**config.mk**
```make
export PLATFORM = sky130hd
export DESIGN_NAME = axis_echo_core
export DESIGN_NICKNAME = d
export VERILOG_FILES = /design/src/rtl/axis_echo_core.sv
export SDC_FILE = /design/constraint.sdc
export NUM_CORES = 1
export LEC_CHECK = 0
export ABC_AREA = 1
export ABC_CLOCK_PERIOD_IN_PS = 3000
export CORE_MARGIN = 5
export CORE_UTILIZATION = 40
export CTS_BUF_LIST = sky130_fd_sc_hd__clkbuf_2
export DETAILED_ROUTE_END_ITERATION = 8
export PLACE_DENSITY_LB_ADDON = 0.1
export SETUP_SLACK_MARGIN = 0.15
export SKIP_LAST_GASP = 1
export SYNTH_ARGS = -nofsm -noshare
export SYNTH_HDL_FRONTEND = slang
export SYNTH_SLANG_ARGS = --single-unit
```
**constraint.sdc**
```tcl
create_clock -name clock_i -period 3 [get_ports clock_i]
set_clock_uncertainty 0.1 [all_clocks]
set_input_delay 0.9 -clock clock_i [delete_from_list [all_inputs] [get_ports clock_i]]
set_output_delay 0.9 -clock clock_i [all_outputs]
set_load 0.005 [all_outputs]
```
**src/rtl/axis_echo_core.sv**
```systemverilog
// Stream echo engine: FIFO-buffered rx->tx loopback with egress transform, echo counter and status LEDs.
// Define ECHO_STRETCH_EN to make the activity LEDs pulse-stretched instead of plain registered status.
module axis_echo_core #(
  parameter int DATA_WIDTH     = 8,
  parameter int DEPTH          = 16,
  parameter int MODE           = 1,
  parameter int INCREMENT      = 1,
  parameter int COUNT_WIDTH    = 16,
  parameter int STRETCH_CYCLES = 13300000
) (
  input  logic                   clock_i,
  input  logic                   resetn_i,
  input  logic                   overflow_i,
  input  logic [DATA_WIDTH-1:0]  idata_i,
  input  logic                   ivalid_i,
  output logic                   iready_o,
  output logic [DATA_WIDTH-1:0]  odata_o,
  output logic                   ovalid_o,
  input  logic                   oready_i,
  output logic [COUNT_WIDTH-1:0] count_o,
  output logic [7:0]             leds_o
);
  localparam int AW = $clog2(DEPTH);
  localparam logic [AW:0] FULL_OCC = (AW+1)'(DEPTH);
  localparam logic [DATA_WIDTH-1:0] INC = DATA_WIDTH'(INCREMENT);

  if (DEPTH < 2 || (DEPTH & (DEPTH - 1)) != 0 || DATA_WIDTH < 1 || DATA_WIDTH > 16 ||
      STRETCH_CYCLES < 1) begin : g_bad_params
    $error("axis_echo_core: invalid parameter set");
  end

  logic [DATA_WIDTH-1:0]  mem_q [DEPTH];
  logic [AW-1:0]          wr_ptr_q, rd_ptr_q;
  logic [AW:0]            occ_q, occ_d;
  logic                   rst_done_q;
  logic                   sticky_q;
  logic [COUNT_WIDTH-1:0] count_q;
  logic                   led_ovf_q;
  logic                   led_in_q, led_eg_q;
  logic [4:0]             led_data_q;
  logic [4:0]             led_bits;
  logic [DATA_WIDTH-1:0]  head;
  logic                   accept, xfer;

  // rst_done_q keeps iready low for the whole reset and releases it on the first edge after
  assign iready_o = rst_done_q && (occ_q != FULL_OCC);
  assign ovalid_o = (occ_q != '0);
  assign accept   = ivalid_i && iready_o;
  assign xfer     = ovalid_o && oready_i;
  assign head     = mem_q[rd_ptr_q];
  assign count_o  = count_q;
  assign leds_o   = {led_ovf_q, led_in_q, led_eg_q, led_data_q};

  always_comb begin
    odata_o = head;
    case (MODE)
      1:       odata_o = ~head;
      2:       odata_o = head + INC;
      default: odata_o = head;
    endcase
  end

  always_comb begin
    occ_d = occ_q;
    case ({accept, xfer})
      2'b10:   occ_d = occ_q + (AW+1)'(1);
      2'b01:   occ_d = occ_q - (AW+1)'(1);
      default: occ_d = occ_q;
    endcase
  end

  for (genvar gi = 0; gi < 5; gi++) begin : g_led_bits
    if (gi < DATA_WIDTH) begin : g_data
      assign led_bits[gi] = odata_o[gi];
    end else begin : g_zero
      assign led_bits[gi] = 1'b0;
    end
  end

  // Storage carries no reset: contents are discarded by clearing pointers and occupancy
  always_ff @(posedge clock_i) begin
    if (accept) mem_q[wr_ptr_q] <= idata_i;
  end

  always_ff @(posedge clock_i or negedge resetn_i) begin
    if (!resetn_i) begin
      wr_ptr_q   <= '0;
      rd_ptr_q   <= '0;
      occ_q      <= '0;
      rst_done_q <= 1'b0;
      sticky_q   <= 1'b0;
      count_q    <= '0;
      led_ovf_q  <= 1'b1;
      led_data_q <= 5'b01010;
    end else begin
      rst_done_q <= 1'b1;
      occ_q      <= occ_d;
      sticky_q   <= sticky_q | overflow_i;
      led_ovf_q  <= ~(sticky_q | overflow_i);
      if (accept) wr_ptr_q <= wr_ptr_q + AW'(1);
      if (xfer) begin
        rd_ptr_q   <= rd_ptr_q + AW'(1);
        count_q    <= count_q + COUNT_WIDTH'(1);
        led_data_q <= ~led_bits;
      end
    end
  end

`ifdef ECHO_STRETCH_EN
  localparam int SW = $clog2(STRETCH_CYCLES + 1);
  localparam logic [SW-1:0] RELOAD = SW'(STRETCH_CYCLES - 1);
  logic [SW-1:0] in_cnt_q, eg_cnt_q;

  // LED is lit for the reload edge plus RELOAD further cycles, i.e. STRETCH_CYCLES in total
  always_ff @(posedge clock_i or negedge resetn_i) begin
    if (!resetn_i) begin
      in_cnt_q <= '0;
      eg_cnt_q <= '0;
      led_in_q <= 1'b0;
      led_eg_q <= 1'b1;
    end else begin
      if (accept) begin
        in_cnt_q <= RELOAD;
        led_in_q <= 1'b0;
      end else if (in_cnt_q != '0) begin
        in_cnt_q <= in_cnt_q - SW'(1);
        led_in_q <= 1'b0;
      end else begin
        led_in_q <= 1'b1;
      end
      if (xfer) begin
        eg_cnt_q <= RELOAD;
        led_eg_q <= 1'b0;
      end else if (eg_cnt_q != '0) begin
        eg_cnt_q <= eg_cnt_q - SW'(1);
        led_eg_q <= 1'b0;
      end else begin
        led_eg_q <= 1'b1;
      end
    end
  end
`else
  always_ff @(posedge clock_i or negedge resetn_i) begin
    if (!resetn_i) begin
      led_in_q <= 1'b0;
      led_eg_q <= 1'b1;
    end else begin
      led_in_q <= ~ivalid_i;
      led_eg_q <= ~iready_o;
    end
  end
`endif
endmodule
```
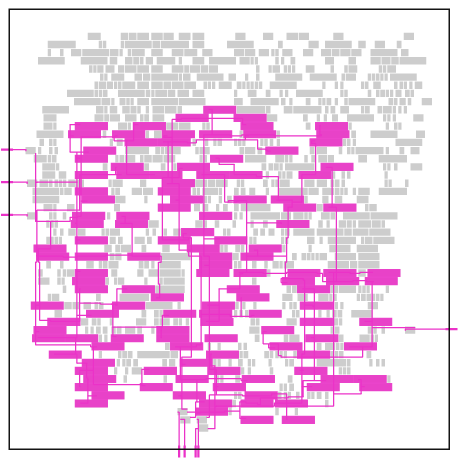
Fig. 1. I/O nets highlighted (run 1).
Scale: 3 px per um.
- `idata_i`: magenta (direction input; edge 4 south, 3 west, 1 east; end cells 128; buffers 8; wire 1990 um)
IO Port Bufs: 46
IO Pins: 47

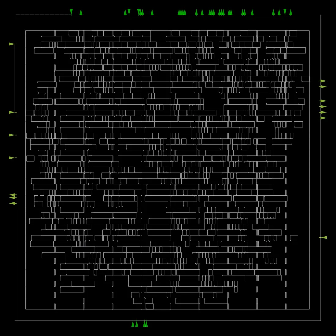
Fig. 2. Cell outlines without signal wires (run 1).
Filler cells: 1555
TAP cells: 229

==> results.json, run 1 <==
{
  "simple_gate_share_pct": 22.21,
  "final_util_pct": 54.01,
  "dp_hpwl_mm": 10.92,
  "maxSlewHeadroom_pct": 53.25,
  "first_pass_iters": 4,
  "layout_top_cell": "nand2_1",
  "p_seq_share_pct": 35.4,
  "routabilityCongestion": 0.8037,
  "grt_max_degree": 40,
  "die_h_um": 146.1,
  "synth.distinct_cells": 30,
  "p_int_mw": 5.219,
  "area_growth_pct": 31.76,
  "first_iter_violations": 386,
  "fin_ws_ps": -348.4,
  "setup_viol": 8,
  "logic_family": "simple AND/OR/NAND/NOR gates",
  "fp_util_pct": 40.99,
  "power.total_mw": 8.402,
  "antenna_found_initial": 1,
  "grt_pass1_wl_mm": 29.34,
  "final_cell_area_mm2": 0.009768,
  "period_used_pct": 111.6,
  "p_switching_mw": 3.182,
  "required_ps": 2000,
  "htree_levels": 4,
  "synthAoiAreaFrac_pct": 0.7932,
  "power_frac_clock_pct": 12.4,
  "fin_crit_ps": 3348,
  "status": "finished with violations",
  "clk_pin_slew_ps": 240,
  "hold_class": "input port to asynchronous set/reset pin",
  "syn_avg_cell_area_um2": 10.17,
  "dpl_worst_slack_ps": 93.06,
  "ctsHoldBuffers": 0,
  "ant_nets": 0,
  "failed_checks": "setup timing",
  "seq-power_mw": 2.97,
  "dp.cells": 1005,
  "wl_met2_mm": 9.378,
  "clockBufferDepth": 2
}
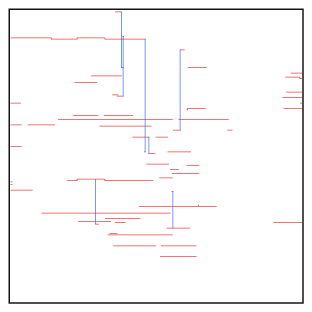
Fig. 3. Routed metal, one colour a layer (run 1).
Scale: 2 px per um. Only two layers are drawn.
- M3: red (wire length 725 um)
- M4: blue (wire length 203 um)
Via Count: 5372
Routed WL: 18.97 mm
global-route usage over all layers: 17.69%
Avg WL per Cell: 16.95 um

run 1: area by class of cell:
| class | instances | area [um^2] |
|---|---|---|
| fill | 1555 | 8318 |
| clock buffer | 20 | 100.1 |
| inverter | 97 | 376.6 |
| tap | 229 | 286.5 |
| clock inverter | 12 | 87.58 |
| multi-input combinational | 434 | 2321 |
| sequential | 167 | 4831 |
| timing repair buffer | 159 | 1763 |
| antenna | 1 | 2.502 |
run 1: timing repair:
action / in CTS / in global routing
gates resized: 91 / 84
hold endpoints to repair: 0 / 0
pin swaps: 38 / 44
setup buffers: 54 / 18
gates cloned: 8 / 1
setup endpoints to repair: 12 / 28
run 1: metal layers:
layer	up-vias	global-route usage, %
li1	2656	-
met1	2605	24.98
met2	97	28.02
met3	14	3.843
met4	0	4.421
met5	-	0
==> run 2: changes to the inputs <==
- SETUP_SLACK_MARGIN: 0.15 -> not set
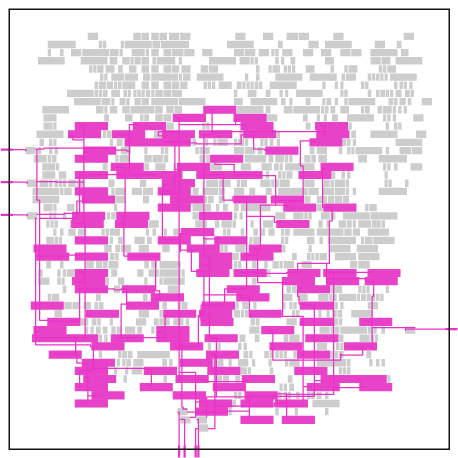
Fig. 4. I/O nets highlighted (run 2).
Scale: 3 px per um.
- `idata_i`: magenta (direction input; edge 4 south, 3 west, 1 east; end cells 128; buffers 8; wire 2000 um)

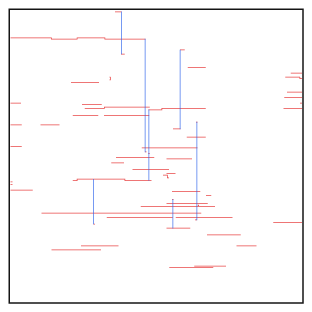
Fig. 5. Routed metal, one colour a layer (run 2).
Scale: 2 px per um. Only two layers are drawn.
- M4: blue (wire length 238 um)
- M3: red (wire length 775 um)
Routed WL: 18.36 mm
Via Count: 5290
global-route usage over all layers: 17.66%
Avg WL per Cell: 16.72 um

==> results.json, run 2 <==
{
  "fin_ws_ps": -271.4,
  "first_pass_iters": 5,
  "p_switching_mw": 3.169,
  "antenna_found_initial": 1,
  "clockBufferDepth": 2,
  "fill_cells": 1588,
  "p_seq_share_pct": 36.2,
  "postCtsResizedCells": 88,
  "comb_area_share_pct": 25.77,
  "clk_share_pct": 1.960,
  "area_growth_pct": 29.16,
  "final_cell_area_mm2": 0.009575,
  "dp_hpwl_mm": 10.92,
  "layout_top_cell": "nand2_1",
  "fin_crit_ps": 3271,
  "cts_setup_buffers": 54,
  "setup_viol": 8,
  "n_clock_buffer": 20,
  "seqAreaFraction_pct": 50.40,
  "nNonClkInverters": 97,
  "p_int_mw": 5.034,
  "synthAoiAreaFrac_pct": 0.7932,
  "seq_cells": 167,
  "nNonClkBuffers": 138,
  "logic_family": "simple AND/OR/NAND/NOR gates",
  "first_iter_violations": 343,
  "fp_util_pct": 40.99,
  "grt_max_degree": 40,
  "num_io_pins": 47,
  "buffer_area_share_pct": 14.92,
  "htree_levels": 4,
  "routabilityCongestion": 0.8037,
  "failed_checks": "setup timing",
  "status": "finished with violations",
  "simple_gate_share_pct": 22.21,
  "synth_nets": 753,
  "logic_area_mm2": 0.002467,
  "grt_pass1_wl_mm": 29.33,
  "rr_worst_depth": 20,
  "regArea_mm2": 0.004826,
  "yosysTopAreaCellShare_pct": 51.85,
  "hold_class": "input port to asynchronous set/reset pin",
  "maxSlewHeadroom_pct": 52.05,
  "nWellTaps": 229,
  "power.density_mw_per_mm2": 856.7,
  "num_antenna_cells": 1,
  "seq-power_mw": 2.97,
  "period_used_pct": 109.0,
  "ctsHoldBuffers": 0,
  "ant_nets": 0
}
## run 2: layer usage
metal / global-route usage (%) / share of wire [%]
met5: 0 / 0
met4: 4.374 / 1.3
met3: 3.874 / 4.2
met2: 27.95 / 49
met1: 24.96 / 46
## run 2: metrics by stage
step | hold slack (ps) | setup WS (ps) | total power [mW] | TNS, ps | std cells
floorplan | 249.8 | 458.8 | 4.708 | 0 | 729
global placement | 255.8 | 146.4 | 5.834 | 0 | 1005
detailed placement | 261.5 | 93.06 | 5.862 | 0 | 1005
CTS | 36.95 | -401.7 | 7.989 | -2962 | 1099
global route | 38.20 | -450.2 | 8.779 | -3491 | 1098
finish | 102.2 | -271.4 | 8.203 | -1860 | 1098
==> run 3: changes to the inputs <==
- CELL_PAD_IN_SITES_DETAIL_PLACEMENT: not set -> 2
- CELL_PAD_IN_SITES_GLOBAL_PLACEMENT: not set -> 2
- CORE_MARGIN: 5 -> not set
==> results.json, run 3 <==
{
  "status": "finished with violations",
  "failed_checks": "DRC, setup timing",
  "dr_total_vias": 6041,
  "grt_util_met3_pct": 3.983,
  "power.total_mw": 9.429,
  "rr_worst_depth": 20,
  "fin_ws_ps": -463.8,
  "num_io_pins": 47,
  "clk_pin_slew_ps": 290,
  "wl_per_cell_um": 27.84,
  "area_growth_pct": 32.73,
  "maxSlewHeadroom_pct": 45.24,
  "period_used_pct": 115.5,
  "logic_area_mm2": 0.002666,
  "setup_viol": 8,
  "drc": 4,
  "synth.distinct_cells": 30,
  "grt_pass1_wl_mm": 42.06,
  "simple_gate_share_pct": 22.21,
  "syn_avg_cell_area_um2": 10.17,
  "fp_util_pct": 40.99,
  "clockBufferDepth": 2,
  "synth_nets": 753,
  "logic_family": "simple AND/OR/NAND/NOR gates",
  "required_ps": 2000,
  "routabilityCongestion": 0.7736,
  "p_switching_mw": 4.120,
  "fill_cells": 1754,
  "antenna_found_initial": 2
}
[run 3: repair_timing]
item	4_1_cts	5_1_grt
endpoints found under the hold margin	18	0
setup buffers	32	13
cloned	10	3
pin swaps	43	46
setup endpoints to repair	10	12
hold buffers	1	0
gates resized	113	112
[run 3: per-stage QoR]
step                hold slack (ps)  setup TNS, ps
CTS                           299.8          -2677
global placement              254.8              0
detailed placement            269.9              0
floorplan                     249.8              0
finish                        351.5          -3443
global route                  364.8          -4366
[run 3: area by class of cell]
type	instances	area share (%)
timing repair buffer	133	14.70
antenna	2	0.05086
clock inverter	15	1.564
multi-input combinational	434	27.10
sequential	167	49.06
clock buffer	17	0.8647
tap	229	2.912
inverter	97	3.751
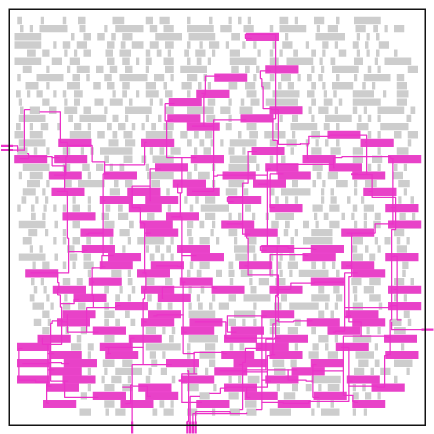
Fig. 6. I/O nets highlighted (run 3).
Scale: 3 px per um.
- `idata_i`: magenta (direction input; edge 5 south, 2 west, 1 east; end cells 128; buffers 8; wire 2030 um)

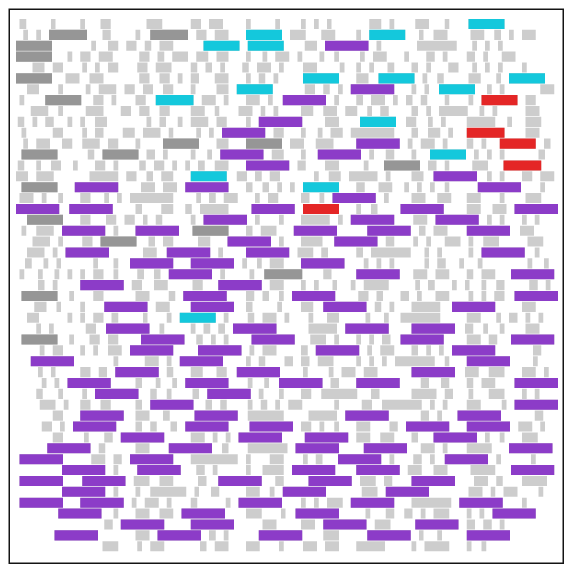
Fig. 7. Where the registers sit (run 3).
Scale: 4 px per um. Other sequential cells in the stronger grey, the rest of the logic in the fainter grey.
- `mem_q`: purple (flops 128)
- `count_o`: cyan (flops 16)
- `led_data_q`: red (flops 5; where north-east)
- not coloured: 18
register fraction of the total cell area: 49.06%
seq pwr: 3.02 mW
final core utilization: 54.40%
register area: 0.004827 mm^2


==> screenshots <==
Routed metal per tile.
picture 1
Scale: 2 px per um. The die is cut into 29 by 29 equal tiles; dark blue is low, red is high, scaled to the fullest tile. Values are wire area over tile area, all layers added.
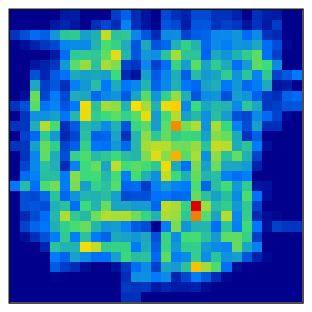
picture 2
Scale: 3 px per um. The die is cut into 28 by 28 equal tiles; dark blue is low, red is high, scaled to the fullest tile. Values are wire area over tile area, all layers added.
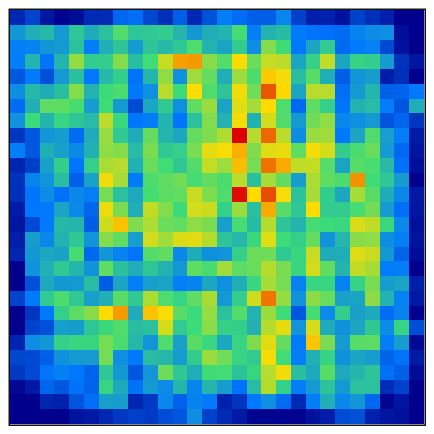
| from | picture |
|---|---|
| run 2 | picture 1 |
| run 3 | picture 2 |

No activity file was given, so power comes from the tool's default toggle rates.
